<file path="src/rtl/fp_expand.sv">
// Expands a {S,E,F} floating-point word back to OUT_W-bit two's complement
// using a serial left shifter (one exponent step per clock), then optional negation.
module fp_expand #(
  parameter int EXP_W  = 3,
  parameter int MANT_W = 5,
  parameter int OUT_W  = 13
) (
  input  logic             clk,
  input  logic             rst_n,
  input  logic             in_valid,
  output logic             in_ready,
  input  logic             S,
  input  logic [EXP_W-1:0] E,
  input  logic [MANT_W-1:0] F,
  output logic             out_valid,
  input  logic             out_ready,
  output logic [OUT_W-1:0] D_out,
  output logic             busy
);

  typedef enum logic [1:0] {
    IDLE  = 2'd0,
    SHIFT = 2'd1,
    SIGN  = 2'd2,
    DONE  = 2'd3
  } state_t;

  state_t             state_reg, state_next;
  logic [OUT_W-1:0]   acc_reg, acc_next;
  logic [OUT_W-1:0]   d_out_reg, d_out_next;
  logic [EXP_W-1:0]   cnt_reg, cnt_next;
  logic               sign_reg, sign_next;
  logic [OUT_W-1:0]   f_ext;

  // Zero-extend the significand to the accumulator width.
  generate
    for (genvar gi = 0; gi < OUT_W; gi++) begin : g_f_ext
      if (gi < MANT_W) begin : g_bit
        assign f_ext[gi] = F[gi];
      end else begin : g_zero
        assign f_ext[gi] = 1'b0;
      end
    end
  endgenerate

  always_ff @(posedge clk) begin
    if (!rst_n) begin
      state_reg <= IDLE;
      acc_reg   <= '0;
      d_out_reg <= '0;
      cnt_reg   <= '0;
      sign_reg  <= 1'b0;
    end else begin
      state_reg <= state_next;
      acc_reg   <= acc_next;
      d_out_reg <= d_out_next;
      cnt_reg   <= cnt_next;
      sign_reg  <= sign_next;
    end
  end

  always_comb begin
    state_next = state_reg;
    acc_next   = acc_reg;
    d_out_next = d_out_reg;
    cnt_next   = cnt_reg;
    sign_next  = sign_reg;
    in_ready   = 1'b0;
    out_valid  = 1'b0;
    busy       = 1'b0;
    case (state_reg)
      IDLE: begin
        in_ready = 1'b1;
        if (in_valid) begin
          acc_next   = f_ext;
          cnt_next   = E;
          sign_next  = S;
          state_next = (E != '0) ? SHIFT : SIGN;
        end
      end
      SHIFT: begin
        busy     = 1'b1;
        acc_next = {acc_reg[OUT_W-2:0], 1'b0};
        cnt_next = cnt_reg - 1'b1;
        if (cnt_reg == EXP_W'(1)) begin
          state_next = SIGN;
        end
      end
      SIGN: begin
        busy = 1'b1;
        if (sign_reg) begin
          acc_next = ~acc_reg + OUT_W'(1);
        end
        // Result register is loaded with the final value as DONE is entered.
        d_out_next = acc_next;
        state_next = DONE;
      end
      DONE: begin
        out_valid = 1'b1;
        if (out_ready) begin
          state_next = IDLE;
        end
      end
      default: begin
        state_next = IDLE;
      end
    endcase
  end

  assign D_out = d_out_reg;

endmodule

</file>
<file path="config.mk">
export PLATFORM = sky130hd
export DESIGN_NAME = fp_expand
export DESIGN_NICKNAME = d
export VERILOG_FILES = /design/src/rtl/fp_expand.sv
export SDC_FILE = /design/constraint.sdc
export NUM_CORES = 1
export LEC_CHECK = 0
export CORE_ASPECT_RATIO = 0.8
export CORE_MARGIN = 2
export CORE_UTILIZATION = 45
export DETAILED_ROUTE_END_ITERATION = 8
export PLACE_DENSITY = 0.69
export SLEW_MARGIN = 40
export SYNTH_ARGS = -nofsm -noshare
export SYNTH_HDL_FRONTEND = slang
export SYNTH_SLANG_ARGS = --single-unit
</file>
<file path="constraint.sdc">
create_clock -name clk -period 2 [get_ports clk]
set_input_delay 0.4 -clock clk [delete_from_list [all_inputs] [get_ports clk]]
set_output_delay 0.4 -clock clk [all_outputs]
set_load 0.01 [all_outputs]
</file>
==> impl_metrics.toml, run 1 <==
# implementation run metrics
[outcome]
status = "complete, no violations"

[layout]
biggestCellCategory = "combinational gates"
flop_area_sq_um = 641
clkbuf_count = 7
final_nets = 288
buffers_excl_clock = 49

[clocking]
htreeDepth = 2
numCtsBuffers = 5
clock_latency_ps = 290
path_clk_slew_ps = 70

[synthesis]
synthesis.area_sq_um = 1890
synth_seq_share = 0.339
ys_warn_count = 0
async_reset_ff_frac = 0
yosysMostFrequentCell = "dfxtp_1"

[routing]
routedWlPerCell_microns = 13.8
drt_pre_antenna_iters = 4

[placed_design]
io_buffers = 28
place_hpwl_microns = 3260

[grt]
grt_pass1_vias = 1531

[final_timing]
max_freq_mhz = 513
clock_skew_ps = 5.05
max_slew_margin = 0.599
finalWorstPathRequiredPeriod_ps = 1950

[run]
max_cap_violations = 0

[power_and_ir_drop]
p_per_area_nw_per_um2 = 1310

[critical_path]
critPathMaxFanout = 7
==> run 1: placed cells by master, fill, tap and decap left out, types with 7 or more instances in the layout <==
cell             synthesis  layout
clkdlybuf4s50_1          0      27
nor2_1                  14      14
buf_4                    0      21
o21ai_0                 18      18
or3_1                    7       7
dfxtp_1                 32      32
clkbuf_8                 0       7
nand2b_1                 7       7
nand2_1                 15      15
a21oi_1                 20      20
inv_1                   15      15
==> run 1: logic make-up after synthesis <==
family	count (synthesis)	synth area share
AND-OR/OR-AND	76	0.281
XOR/XNOR	9	0.0417
flip-flops	32	0.339
buffers and inverters	31	0.0675
AND/OR/NAND/NOR	64	0.183
adder cells (fa/ha/maj)	8	0.0530
multiplexers	6	0.0351
==> run 1: tightest hold or removal path, cell delays in order, from the launching register on <==
cell and delay [ps]:
dfxtp_1 310, nand2_1 60, a21oi_1 50
==> run 1: stage by stage <==
step           worst slack [ps]  setup TNS, ps  hold WS, ps
2_1_floorplan               158              0          460
3_3_place_gp               48.9              0          452
3_5_place_dp              -6.75          -6.75          456
4_1_cts                    7.91              0          466
5_1_grt                   -29.2          -29.2          490
6_report                   50.0              0          464
==> run 1: final timing paths <==
check	to	cells after the start	slack, ps	from
min	D_out[1]	2	460	D_out[1]
min reg2reg	D_out[1]	2	460	D_out[1]
max	in_ready	3	50	state_reg[0]
max reg2reg	acc_reg[12]	6	150	state_reg[0]
==> run 1: metal layers <==
layer  vias to the layer above  routed length (microns)  track usage
met1                       792                     2290        0.267
met2                        42                     1850        0.322
met5                         -                        0            0
met3                         7                      258       0.0549
met4                         0                       77       0.0857
li1                        894                        -            -
==> run 1: report_power, final <==
part	internal, mW	switching [mW]	total [mW]
sequential	0.783	0.0872	0.870
clock	0.306	0.246	0.552
combinational	0.821	0.948	1.77
total	1.91	1.28	3.19
run_1/layer_met1.png
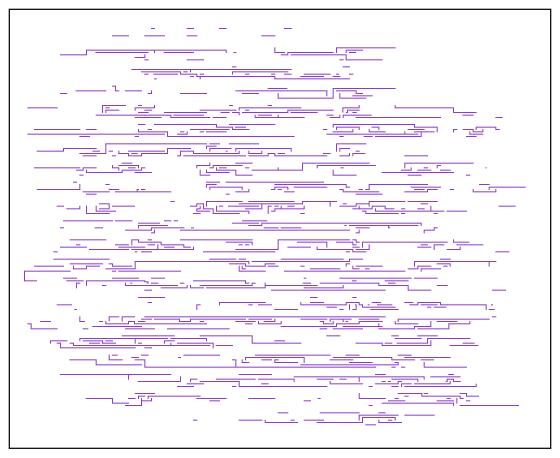
wire length on this layer: 2290 microns
longest straight run: 34.0 microns
share of all routed wire: 51%

run_1/flops_by_reg.png
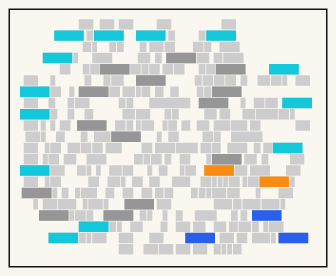
legend:
  D_out:
    colour: cyan
    flops: 13
    where: spread over the die
  state_reg:
    colour: orange
    flops: 2
  cnt_reg:
    colour: blue
    flops: 3
not coloured: 14

run_1/placement.png
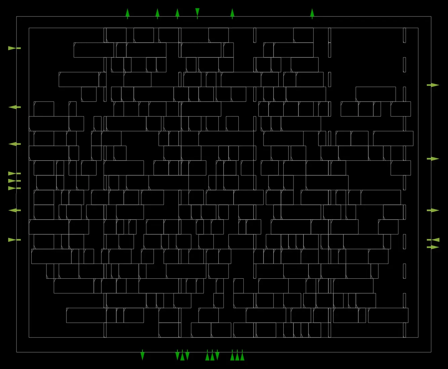
num rows: 21
Tap Count: 57
Seq area share: 0.263
post-layout util: 0.594
Core Footprint: 4100 sq um

==> run 2: changes to the inputs <==
SKIP_LAST_GASP = 1   (was unset)
run_2/layer_met1.png
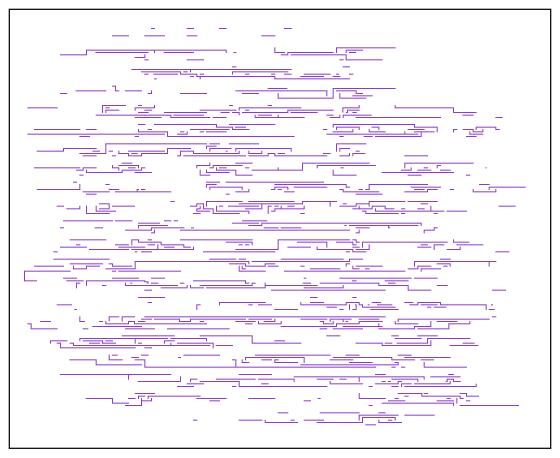
main direction: horizontal
nets with wire on the layer: 258

run_2/cell_density.png
The die is cut into 8 by 6 equal tiles; white is low, dark blue is high, 0 to 100% covered.
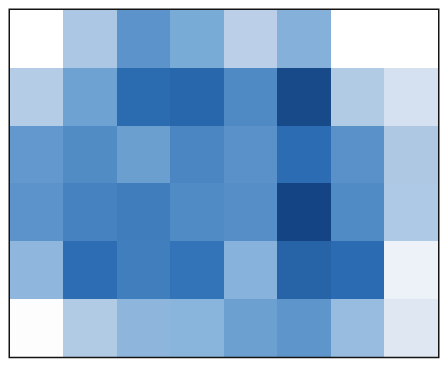
nearly empty tiles: 8.3%
fullest tile: 92%
tiles over 75% full: 17%
emptiest ninth of the die: upper right

==> impl_metrics.toml, run 2 <==
# implementation run metrics
[synthesis]
common_cells = "dfxtp_1, a21oi_1, o21ai_0"
synthesis.area_sq_um = 1890
mux_share = 0.0351
ys_sh_xor = 0.0417
ys_sh_aoi = 0.281
top_logic_kind = "AND-OR/OR-AND gates"
ys_warn_count = 0
async_reset_ff_frac = 0
simple_gate_area_frac = 0.183
yosysMostFrequentCell = "dfxtp_1"

[power_and_ir_drop]
p_int_mw = 1.91
pwr-share-comb = 0.554
p_seq_frac = 0.273
clock_power_share = 0.173
p_per_area_nw_per_um2 = 1310
swShare = 0.402
p_switching_mw = 1.28
ir_drop_uv = 585
p_leak_nw = 0.927

[layout]
final_nets = 288
final_cell_mix = "dfxtp_1, clkdlybuf4s50_1, buf_4"
final_util = 0.594
layout_top_cell = "dfxtp_1"

[final_timing]
tns_ps = 0
fin_ws_ps = 50.0
max_slew_margin = 0.599
finalWorstPathRequiredPeriod_ps = 1950
max_freq_mhz = 513
clock_skew_ps = 5.05

[clocking]
htreeDepth = 2
path_clk_slew_ps = 70
clock_latency_ps = 290
numCtsBuffers = 5

[routing]
drt_drc_violations_left = 0
drt_pre_antenna_iters = 4
routedWlPerCell_microns = 13.8

[critical_path]
r2r-start = "state_reg[0]"
r2r_slack_ps = 150
critPathMaxFanout = 7
reg2regPathDepth = 6

[min_path]
hold_class = "register to register"
hp-start = "D_out[1]"
holdPathStages = 2

[grt]
track_usage = 0.203

[placed_design]
io_buffers = 28
dp_slack_ps = -6.75
place_hpwl_microns = 3260

[run]
max_cap_violations = 0

[outcome]
status = "complete, no violations"

[die]
row_count = 21
==> run 2: metal layers <==
layer | global-route usage | routed length, microns
met5 | 0 | 0
met4 | 0.0857 | 77
met3 | 0.0549 | 258
met2 | 0.322 | 1850
met1 | 0.267 | 2290
==> run 2: layout make-up <==
class | instances | area, sq um | share of cell area
Multi-Input combinational cell | 163 | 1130 | 0.464
Sequential cell | 32 | 641 | 0.263
Clock buffer | 7 | 96.3 | 0.0396
Inverter | 16 | 60.1 | 0.0247
Timing Repair Buffer | 49 | 437 | 0.179
Tap cell | 57 | 71.3 | 0.0293
==> run 2: power by group through the flow <==
stage,sequential (mW),combinational [mW],clock [mW]
after global routing,0.892,1.95,0.589
after global placement,0.881,1.73,0
after floorplan,0.925,1.06,0
after detailed placement,0.882,1.74,0
after CTS,0.869,1.74,0.559
final,0.870,1.77,0.552
==> run 2: kinds of logic (layout without fill, tap and decap cells) <==
| group | count (synthesis) | after routing |
|---|---|---|
| AND-OR/OR-AND | 76 | 76 |
| XOR/XNOR | 9 | 9 |
| adder cells (fa/ha/maj) | 8 | 8 |
| buffers and inverters | 31 | 72 |
| flip-flops | 32 | 32 |
| multiplexers | 6 | 6 |
| AND/OR/NAND/NOR | 64 | 64 |
==> run 2: worst max-delay path, stage by stage, from the launching register on <==
cell and delay, ps:
dfxtp_1 310, inv_1 120, ha_2 270, clkdlybuf4s50_1 550
==> run 2: worst max path at each step <==
| stage | start | end | depth (start not counted) |
|---|---|---|---|
| 5_1_grt | state_reg[0] | in_ready | 3 |
| 3_5_place_dp | in_valid | acc_reg[7] | 6 |
| 3_3_place_gp | in_valid | acc_reg[7] | 5 |
| 2_1_floorplan | state_reg[0] | acc_reg[7] | 8 |
| 6_report | state_reg[0] | in_ready | 3 |
| 4_1_cts | state_reg[0] | in_ready | 3 |
Power is estimated from default activity; no workload was simulated.
